`src/rtl/register_file_pkg.sv`:
```
// Shared widths and bus types for the architectural register file
// and its rename-tag table.
package register_file_pkg;

  localparam int REG_BIT = 5;
  localparam int ROB_BIT = 5;
  localparam int DAT_W   = 32;
  localparam int REG_S   = 32;

  typedef logic [REG_BIT-1:0] reg_t;
  typedef logic [ROB_BIT-1:0] rob_t;
  typedef logic [DAT_W-1:0]   dat_t;

endpackage

```
`src/rtl/register_file_if.sv`:
```
// Issue, commit, ROB-lookup and operand buses of the register file.
// master drives issue/commit; slave is the register file itself.
interface register_file_if;
  import register_file_pkg::*;

  logic is_en_i;
  reg_t is_rs1_i;
  reg_t is_rs2_i;
  reg_t is_rd_i;
  rob_t is_q_i;

  logic cmt_en_i;
  reg_t cmt_rd_i;
  rob_t cmt_q_i;
  dat_t cmt_v_i;

  rob_t rob_reqqj_o;
  rob_t rob_reqqk_o;
  logic rob_rdyj_i;
  logic rob_rdyk_i;
  dat_t rob_rdyvj_i;
  dat_t rob_rdyvk_i;

  rob_t qj_o;
  rob_t qk_o;
  dat_t vj_o;
  dat_t vk_o;

  modport master (
    output is_en_i, is_rs1_i, is_rs2_i,
    output is_rd_i, is_q_i,
    output cmt_en_i, cmt_rd_i, cmt_q_i,
    output cmt_v_i,
    output rob_rdyj_i, rob_rdyk_i,
    output rob_rdyvj_i, rob_rdyvk_i,
    input  rob_reqqj_o, rob_reqqk_o,
    input  qj_o, qk_o, vj_o, vk_o
  );

  modport slave (
    input  is_en_i, is_rs1_i, is_rs2_i,
    input  is_rd_i, is_q_i,
    input  cmt_en_i, cmt_rd_i, cmt_q_i,
    input  cmt_v_i,
    input  rob_rdyj_i, rob_rdyk_i,
    input  rob_rdyvj_i, rob_rdyvk_i,
    output rob_reqqj_o, rob_reqqk_o,
    output qj_o, qk_o, vj_o, vk_o
  );

endinterface

```
`src/rtl/register_file_rf_read_port.sv`:
```
// One operand read port: value, commit bypass,
// ROB-ready bypass, or pending tag.
module rf_read_port
  import register_file_pkg::*;
(
  input  reg_t i_rs,
  input  rob_t i_tag,
  input  dat_t i_val,
  input  logic i_cmt_en,
  input  rob_t i_cmt_q,
  input  dat_t i_cmt_v,
  input  logic i_rdy,
  input  dat_t i_rdyv,
  output rob_t o_q,
  output dat_t o_v,
  output rob_t o_req
);

  logic w_zero;
  assign w_zero = (i_rs == '0);
  assign o_req  = w_zero ? '0 : i_tag;

  always_comb begin
    o_q = '0;
    o_v = '0;
    if (w_zero) begin
      o_q = '0;
      o_v = '0;
    end else if (i_tag == '0) begin
      o_v = i_val;
    end else if (i_cmt_en && i_cmt_q == i_tag) begin
      o_v = i_cmt_v;
    end else if (i_rdy) begin
      o_v = i_rdyv;
    end else begin
      o_q = i_tag;
    end
  end

endmodule

```
`src/rtl/register_file.sv`:
```
// Architectural register file with rename tags, fed by issue
// and by the ROB commit port; flush drops every tag.
module register_file
  import register_file_pkg::*;
(
  input logic clk,
  input logic rst_n,
  input logic en,
  input logic flush_i,
  register_file_if.slave bus
);

  dat_t r_val [REG_S];
  rob_t r_tag [REG_S];

  logic w_cmt_wr;
  logic w_is_wr;

  assign w_cmt_wr = bus.cmt_en_i
                 && (bus.cmt_rd_i != '0);
  assign w_is_wr  = bus.is_en_i
                 && (bus.is_rd_i != '0)
                 && !flush_i;

  // Later assignments win: flush over issue over commit clear.
  always_ff @(posedge clk or negedge rst_n) begin
    if (!rst_n) begin
      for (int i = 0; i < REG_S; i++) begin
        r_val[i] <= '0;
        r_tag[i] <= '0;
      end
    end else if (en) begin
      if (w_cmt_wr) begin
        r_val[bus.cmt_rd_i] <= bus.cmt_v_i;
        if (r_tag[bus.cmt_rd_i] == bus.cmt_q_i)
          r_tag[bus.cmt_rd_i] <= '0;
      end
      if (flush_i) begin
        for (int i = 0; i < REG_S; i++)
          r_tag[i] <= '0;
      end else if (w_is_wr) begin
        r_tag[bus.is_rd_i] <= bus.is_q_i;
      end
    end
  end

  rf_read_port u_port_j (
    .i_rs     (bus.is_rs1_i),
    .i_tag    (r_tag[bus.is_rs1_i]),
    .i_val    (r_val[bus.is_rs1_i]),
    .i_cmt_en (bus.cmt_en_i),
    .i_cmt_q  (bus.cmt_q_i),
    .i_cmt_v  (bus.cmt_v_i),
    .i_rdy    (bus.rob_rdyj_i),
    .i_rdyv   (bus.rob_rdyvj_i),
    .o_q      (bus.qj_o),
    .o_v      (bus.vj_o),
    .o_req    (bus.rob_reqqj_o)
  );

  rf_read_port u_port_k (
    .i_rs     (bus.is_rs2_i),
    .i_tag    (r_tag[bus.is_rs2_i]),
    .i_val    (r_val[bus.is_rs2_i]),
    .i_cmt_en (bus.cmt_en_i),
    .i_cmt_q  (bus.cmt_q_i),
    .i_cmt_v  (bus.cmt_v_i),
    .i_rdy    (bus.rob_rdyk_i),
    .i_rdyv   (bus.rob_rdyvk_i),
    .o_q      (bus.qk_o),
    .o_v      (bus.vk_o),
    .o_req    (bus.rob_reqqk_o)
  );

endmodule
```
`src/flat_wrapper.sv`:
```
// flat-port wrapper written by rule: the top's interface ports become plain ports
module register_file_flat import register_file_pkg::*;
  (clk, rst_n, en, flush_i, bus_is_en_i, bus_is_rs1_i, bus_is_rs2_i, bus_is_rd_i, bus_is_q_i, bus_cmt_en_i, bus_cmt_rd_i, bus_cmt_q_i, bus_cmt_v_i, bus_rob_rdyj_i, bus_rob_rdyk_i, bus_rob_rdyvj_i, bus_rob_rdyvk_i, bus_rob_reqqj_o, bus_rob_reqqk_o, bus_qj_o, bus_qk_o, bus_vj_o, bus_vk_o);
  register_file_if bus_i ();
  input logic clk;
  input logic rst_n;
  input logic en;
  input logic flush_i;
  input wire logic [$bits(bus_i.is_en_i)-1:0] bus_is_en_i;
  input wire logic [$bits(bus_i.is_rs1_i)-1:0] bus_is_rs1_i;
  input wire logic [$bits(bus_i.is_rs2_i)-1:0] bus_is_rs2_i;
  input wire logic [$bits(bus_i.is_rd_i)-1:0] bus_is_rd_i;
  input wire logic [$bits(bus_i.is_q_i)-1:0] bus_is_q_i;
  input wire logic [$bits(bus_i.cmt_en_i)-1:0] bus_cmt_en_i;
  input wire logic [$bits(bus_i.cmt_rd_i)-1:0] bus_cmt_rd_i;
  input wire logic [$bits(bus_i.cmt_q_i)-1:0] bus_cmt_q_i;
  input wire logic [$bits(bus_i.cmt_v_i)-1:0] bus_cmt_v_i;
  input wire logic [$bits(bus_i.rob_rdyj_i)-1:0] bus_rob_rdyj_i;
  input wire logic [$bits(bus_i.rob_rdyk_i)-1:0] bus_rob_rdyk_i;
  input wire logic [$bits(bus_i.rob_rdyvj_i)-1:0] bus_rob_rdyvj_i;
  input wire logic [$bits(bus_i.rob_rdyvk_i)-1:0] bus_rob_rdyvk_i;
  output wire logic [$bits(bus_i.rob_reqqj_o)-1:0] bus_rob_reqqj_o;
  output wire logic [$bits(bus_i.rob_reqqk_o)-1:0] bus_rob_reqqk_o;
  output wire logic [$bits(bus_i.qj_o)-1:0] bus_qj_o;
  output wire logic [$bits(bus_i.qk_o)-1:0] bus_qk_o;
  output wire logic [$bits(bus_i.vj_o)-1:0] bus_vj_o;
  output wire logic [$bits(bus_i.vk_o)-1:0] bus_vk_o;
  assign bus_i.is_en_i = bus_is_en_i;
  assign bus_i.is_rs1_i = bus_is_rs1_i;
  assign bus_i.is_rs2_i = bus_is_rs2_i;
  assign bus_i.is_rd_i = bus_is_rd_i;
  assign bus_i.is_q_i = bus_is_q_i;
  assign bus_i.cmt_en_i = bus_cmt_en_i;
  assign bus_i.cmt_rd_i = bus_cmt_rd_i;
  assign bus_i.cmt_q_i = bus_cmt_q_i;
  assign bus_i.cmt_v_i = bus_cmt_v_i;
  assign bus_i.rob_rdyj_i = bus_rob_rdyj_i;
  assign bus_i.rob_rdyk_i = bus_rob_rdyk_i;
  assign bus_i.rob_rdyvj_i = bus_rob_rdyvj_i;
  assign bus_i.rob_rdyvk_i = bus_rob_rdyvk_i;
  assign bus_rob_reqqj_o = bus_i.rob_reqqj_o;
  assign bus_rob_reqqk_o = bus_i.rob_reqqk_o;
  assign bus_qj_o = bus_i.qj_o;
  assign bus_qk_o = bus_i.qk_o;
  assign bus_vj_o = bus_i.vj_o;
  assign bus_vk_o = bus_i.vk_o;
  register_file u_core (.clk(clk), .rst_n(rst_n), .en(en), .flush_i(flush_i), .bus(bus_i));
endmodule
```
`config.mk`:
```
export PLATFORM = sky130hd
export DESIGN_NAME = register_file_flat
export DESIGN_NICKNAME = d
export VERILOG_FILES = /design/src/rtl/register_file_pkg.sv /design/src/rtl/register_file_if.sv /design/src/rtl/register_file_rf_read_port.sv /design/src/rtl/register_file.sv /design/src/flat_wrapper.sv
export SDC_FILE = /design/constraint.sdc
export NUM_CORES = 2
export LEC_CHECK = 0
export CAP_MARGIN = 15
export CORE_ASPECT_RATIO = 0.5
export CORE_MARGIN = 10
export CORE_UTILIZATION = 60
export DETAILED_ROUTE_END_ITERATION = 8
export PLACE_DENSITY = 0.82
export SYNTH_ARGS = -nofsm -noshare
export SYNTH_HDL_FRONTEND = slang
export SYNTH_SLANG_ARGS = --single-unit
```
`constraint.sdc`:
```
create_clock -name clk -period 5 [get_ports clk]
set_input_delay 0.75 -clock clk [delete_from_list [all_inputs] [get_ports clk]]
set_output_delay 0.75 -clock clk [all_outputs]
set_load 0.01 [all_outputs]
```
==> out/qor.yml <==
run_status:
  run_status: "finished, final reports clean"
setup_path:
  worstReg2RegStart: "u_core.r_tag[125]$_DFFE_PN0P_"
  startpoint_type: "register"
  timing.critical_path.mode_cell: "sky130_fd_sc_hd__mux4_2"
  regToRegSetupSlack_ns: 1.62
  reg2reg_to: "u_core.r_tag[130]$_DFFE_PN0P_"
  critical_path.max_fanout: 20
  path_class: "reg -> out"
  critPathArrivalTime_ns: 4.18
  crit_path_end_kind: "output port"
  reg2reg_depth: 9
route:
  drt_iter0_markers: 8349
  drt-vias-per-instance: 7.57
  wire_length_reported_by_the_detailed_router_mm: 238
  ant_nets: 0
pwr:
  power.net_switching_mw: 8.29
  p_comb_share_pct: 23.4
  power-top-group: "sequential cells"
  pwr-share-seq_pct: 44.3
  p_clk_mw: 8.70
  total_power_mw: 26.9
  irDropWorstVdd_mv: 0.337
  p_per_area_nw_per_um2: 354
  comb_power_mw: 6.28
  switching_power_share_of_the_total_pct: 30.9
  sequential_power_mw: 11.9
layout:
  area_growth_syn_to_layout_pct: 12.2
  non_clock_buffer_count: 472
  layout-drive-gt1-share_pct: 32.4
  layout_top_cells: "sky130_fd_sc_hd__dfrtp_1, sky130_fd_sc_hd__mux2_2, sky130_fd_sc_hd__nand2_1"
  comb_area_sq_um: 35700
  final.clkbuf_count: 163
  nFlopsAndLatches: 1184
  comb_share_pct: 47.0
  stdcell_area_sq_um: 75800
  seq-cell-share_pct: 39.1
  insertedDiodeCount: 11
  fillers: 7446
  final-nonclk-buf-share_pct: 6.44
  layout_top_cell_excl_fill_tap: "sky130_fd_sc_hd__dfrtp_1"
  finalNonFillerCells: 7362
  final_nets: 5901
synthesis:
  post-synth-top-count-cell: "sky130_fd_sc_hd__dfrtp_1"
  postSynthAreaPerCell_sq_um: 11.6
  largest_family_of_logic_cells_by_area: "multiplexers"
  area_fraction_in_mux_cells_pct: 33.0
  ff_type: "sky130_fd_sc_hd__dfrtp_1"
  yosys.area_share.adder_pct: 0
  yosys.area_share.xor_xnor_pct: 0.181
  synth.top_cells.by_area: "sky130_fd_sc_hd__dfrtp_1, sky130_fd_sc_hd__mux2_2, sky130_fd_sc_hd__mux4_2"
  count_of_library_flops_with_an_enable_pin: 0
  netlist.top_cell.by_area: "sky130_fd_sc_hd__dfrtp_1"
  area_of_the_mapped_netlist_sq_um: 67600
  synthesis.nets: 5969
  synth-simple-area-share_pct: 6.13
  synth_seq_share_pct: 43.8
  synth_async_sr_flop_share_pct: 100
  postSynthCellCount: 5835
  ys.warnings.count: 0
  synth-seq-cells: 1184
final_timing:
  finalCriticalPeriod_ns: 4.93
  finalMaxSlewViolations: 0
  worst_slew_pin_slew_ns: 1.31
  maxSlewHeadroom_pct: 12.8
  final_worst_clock_skew_ns: 0.0216
  achievable-frequency_ghz: 0.203
  final_hold_viol_count: 0
  setup_viol_count_final: 0
job:
  cap_viol_max_count: 0
  stage_log_warnings: 66
clock_network:
  maximum_number_of_buffers_from_clock_root_to_sink: 3
  postCtsSetupBuffers: 0
  clk_latency_ns: 0.74
  path_clk_slew_ns: 0.07
  numClockSinks: 1184
  clock_tree.htree_level_count: 3
global_routing:
  grt_max_degree: 162
  globalRoute.totalOverflow: 0
  first_global_vias: 56200
placed_design:
  postPlaceCellArea_sq_um: 72200
  dpl.hpwl_mm: 139
  place_inst: 7157
  port_buffers: 217
  preCtsSetupSlack_ns: -0.191
floorplanning:
  die_height_um: 257
  tap-cell-count: 1496
  floorplanUtilization_pct: 61.0
  area_of_the_die_sq_um: 127000
  rows: 86
min_path:
  hp-class: "in -> async"
-- what timing repair did --
action	4_1_cts	5_1_grt
endpoints found under the setup margin	71	41
resized	76	27
pin swaps	0	1
-- worst max-delay path: cells and delay by family (launching register included) --
kind,cells,cell delay [ns]
buffers and inverters,3,0.79
XOR/XNOR,1,0.14
flip-flops,1,0.47
AND-OR/OR-AND,1,0.09
multiplexers,3,1.37
AND/OR/NAND/NOR,3,0.55
-- metal layers --
metal | global-route usage [%] | share of wire [%] | wire length, um | up-vias
met5 | 0.347 | 0.036 | 85 | -
met4 | 20.9 | 6.6 | 15800 | 6
met3 | 13.4 | 14 | 34100 | 1042
met2 | 53.0 | 44 | 104000 | 4639
met1 | 46.2 | 36 | 84700 | 28100
li1 | - | - | - | 22000
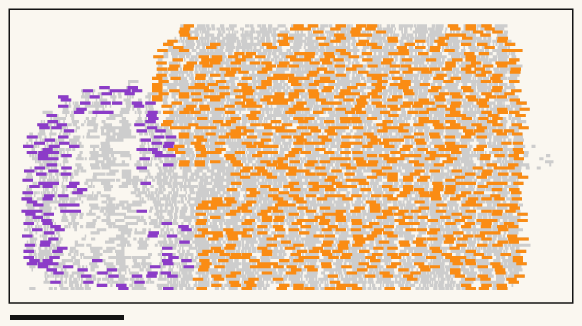
(images/flops_by_reg.png)
The bar under the picture is 100 um long. Other cells in grey.
`u_core.r_val`: shown in orange, placed flops 1024. `u_core.r_tag`: shown in purple, placed flops 160.
Core Util, Final: 68.4%
storage element area: 29600 sq um

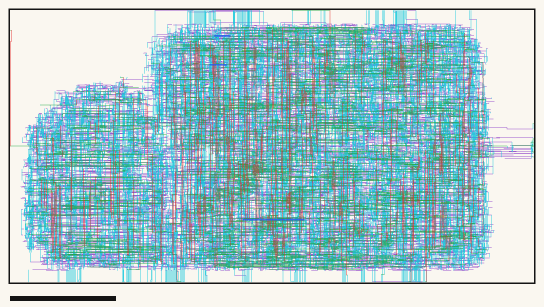
(images/wires.png)
The bar under the picture is 100 um long.
metal 5: shown in blue, wire length 85.6 um. metal 4: shown in red, wire length 15800 um. metal 1: shown in purple, wire length 84.7 mm. metal 2: shown in cyan, wire length 104 mm. metal 3: shown in green, wire length 34.1 mm.
routed wirelength normalized by instance count: 32.4 um
count of vias placed by the detailed router: 55700

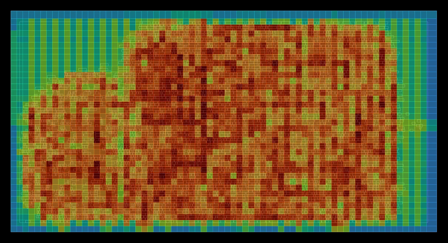
(images/congestion.png)
overall routing resource usage: 36.2%
met1 track utilization from global routing: 46.2%
layer with the highest usage after global routing: met2

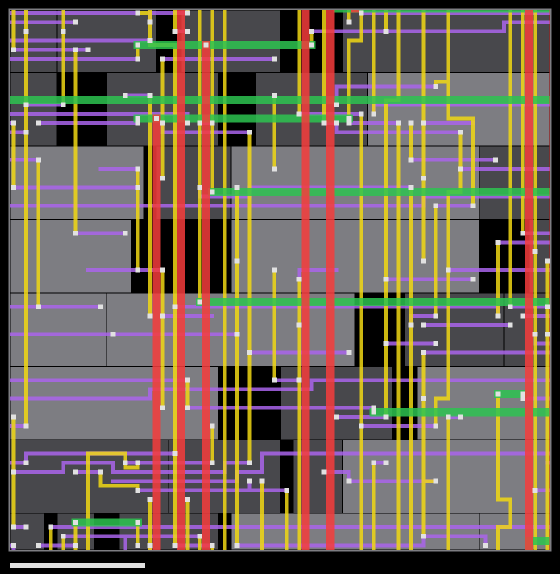
(images/detail.png)
The bar under the picture is 5 um long. Region (237, 170) to (257, 190) um. Cells in grey, sequential cells in the stronger grey; small squares are vias.
metal 3: shown in green. metal 1: shown in purple. metal 2: shown in yellow. metal 4: shown in red.
Sequential cells in the window: 9. Most frequent: dfrtp_1 (9), mux2_2 (5), mux2i_1 (3). Netlist names of flops here include `u_core.r_val` (9). 25 logic cells have their middle in the window.

Power and IR drop assume default switching activity.
